Design rv32_trap_ctrl_flat, sky130hd; sources not shown.
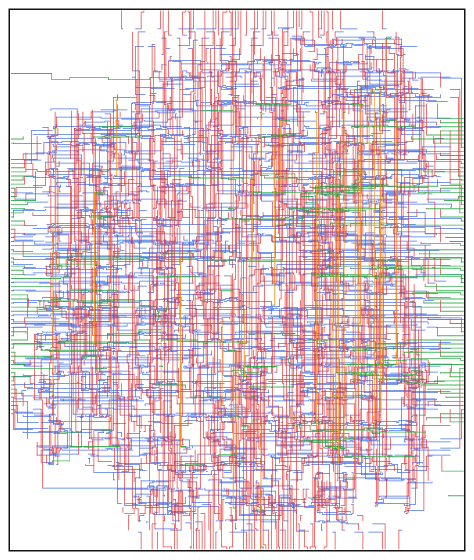
(signal wires by layer)
- orange: metal 4 (wire length 2350 microns)
- blue: metal 1 (wire length 15100 microns)
- red: metal 2 (wire length 18000 microns)
- green: metal 3 (wire length 2810 microns)
total routed wirelength: 38200 microns
Total GRT Usage: 28.0%
via count: 9635
DR WL/cell: 23.6 microns

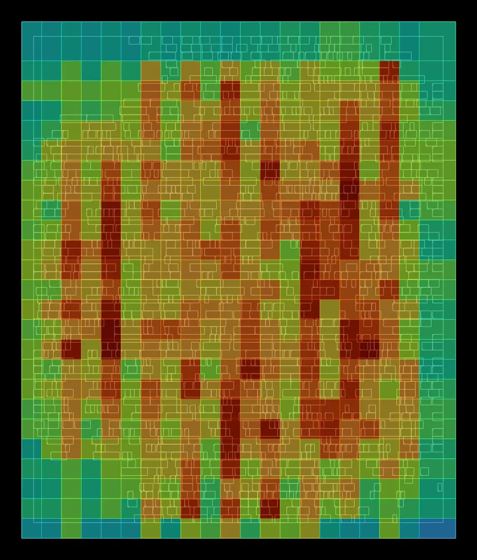
(routing congestion map)
grt met1 use: 36.0%
fin util: 55.6%
gr busiest metal: met2

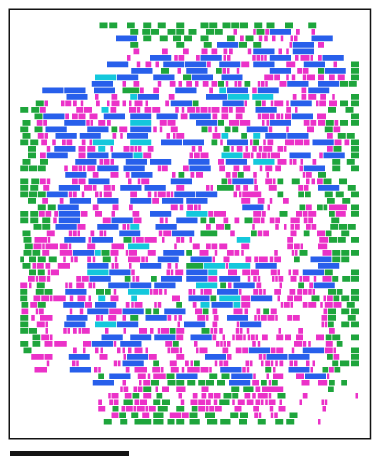
(placement by cell class)
Bar = 50 microns.
- magenta: combinational and other logic (cells 796; share of their area 40%)
- green: remaining buffers and delay cells (cells 298; share of their area 22%)
- blue: sequential cells (cells 171; share of their area 33%)
- cyan: clock drivers and dummy loads (cells 32; share of their area 4.4%)
FP Rows: 62
fin area: 13300 sq um
CORE AREA: 24000 sq um

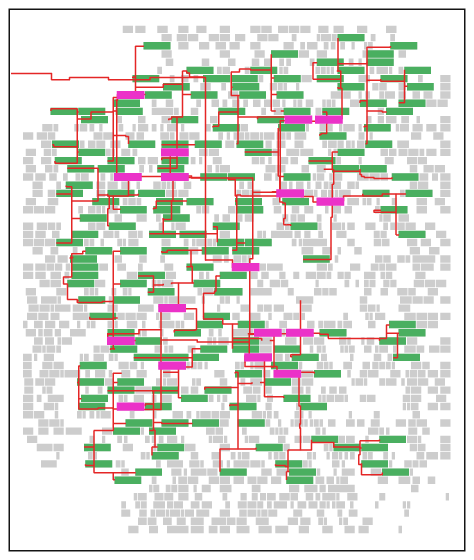
(clock wires, drivers and flops)
- green: flip-flops (count 171)
- magenta: clock drivers (count 17)
- red: clock wires (length 2090 microns)
- routed clock nets: 18
clk_skew: 11.2 ps
clock share of power: 36.8%
worst skew pair latency: 440 ps

==> impl_metrics.ini <==
; synthesis and place-and-route metrics
[floorplanning]
dieWidth_microns = 151
initial_utilization_pct = 40.7
pin_count = 227
dieArea_sq_um = 27000
fp.dieH_microns = 179

[outcome]
status = finished clean

[pwr]
combPwrFrac_pct = 18.0
p_clk_mw = 1.66
pg_comb_uw = 813
pg_seq_mw = 2.04
p_per_area_nw_per_um2 = 338
internal_power_mw = 3.18
peakVddDrop_uv = 263
maxPowerGroup = sequential cells
total_power_mw = 4.51
switching_share_pct = 29.6

[final_timing]
hold_ws_ps = 483
hold_violations = 0
worst_slack_ps = 78.1
finalCritPeriodShare_pct = 98.0
worst_pin_slew_ps = 746
fmax_mhz = 262
slew_violations = 0
fin_setup_tns_ps = 0
fin_crit_ps = 3820
setup_viol = 0

[synthesis]
syn_area_per_cell_sq_um = 9.33
adder_share_pct = 0.384
ys_seq_share_pct = 43.8
synth_flop_count = 171
ys_cells = 1047
aoi_share_pct = 28.8
synthSimpleGateAreaFrac_pct = 14.3
yosysTopAreaCellShare_pct = 43.6
top_cell = dfrtp_1
ys_async_sr_fraction_pct = 100
synthTopCellsByCount = dfrtp_1 (170), nand2_1 (140), o21ai_0 (111)
synthCells = 1047
ys_sh_mux_pct = 6.01
largest_area_cell = dfrtp_1
topCellsByArea = dfrtp_1 (44%), o21ai_0 (5.7%), nand2_1 (5.4%), a22oi_1 (4.5%), mux2i_1 (3.6%)
edf_count = 0
ys_area_sq_um = 9770

[route]
drtIter0Drc = 685
wl_met3_microns = 2810
ant_nets = 0
drc = 0
routed.top_layer = met4
viasPerCell = 5.96
drt-met1-wl_microns = 15100

[setup_path]
r2r_slack_ps = 610
cp_data_required_time_ps = 3510
slowest_delay_ps = 410
path_cells = a222oi_1 -> buf_4 -> buf_4 -> buf_4 -> a41o_2 -> inv_1 -> ha_1 -> o21ai_0 -> a21o_1 -> nor2_4 -> buf_4 -> buf_12 -> nand3_1 -> xnor2_1 -> dlygate4sd2_1
criticalPathCategory = reg2out
worst_setup_path_end_kind = output port
crit_fanout = 6
critical_path.startpoint_type = flop
cp_slowest_cell = dfrtp_1
cp.depth = 15
cpMostUsedCell = buf_4

[place]
gp_congestion = 0.936
io_buffers = 222
placed_area_sq_um = 12600
pre_cts_slack_ps = -454

[clocking]
cts_tree = built
cts_inserted_buffers = 17
clk_pin_slew_ps = 70

[final_layout]
num-nets-final = 1416
stdcell_count = 1617
fillers = 2141
logic_area_sq_um = 5170
drive_gt1_share_pct = 14.3
seq_area_sq_um = 4280

[run]
cap_violations = 0

[global_routing]
antenna_found_initial = 0
grt_pass1_vias = 9512
grt_max_degree = 75
grt_overflow_total = 0

[min_path]
hold_depth = 2
[final cells by class]
class,count,share of cell area (%)
clock buffer,17,3.19
clock inverter,15,1.10
inverter,12,0.338
multi-input combinational,784,38.8
sequential,171,32.1
tap,320,3.00
timing repair buffer,298,21.5
[cell usage in the layout (no fill, tap or decap), types with 35 or more instances in the layout]
cell             Yosys  routed
clkdlybuf4s50_1      0     195
dfrtp_1            170     170
nand2_1            140     139
o21ai_0            111     110
buf_4                4      69
a21oi_1             65      63
nor2_1              65      60
a22oi_1             58      58
mux2i_1             35      35
[worst min-delay path: stages, from the launching register on]
cell and delay [ps]:
dfrtp_1 340, nand2_1 50, o21ai_0 60
[repair_timing]
action	4_1_cts	5_1_grt
setup endpoints to repair	18	17
setup buffers	2	3
hold buffers	1	0
pin swaps	5	8
hold endpoints to repair	1	0
gates resized	28	17
Power is estimated from default activity; no workload was simulated.
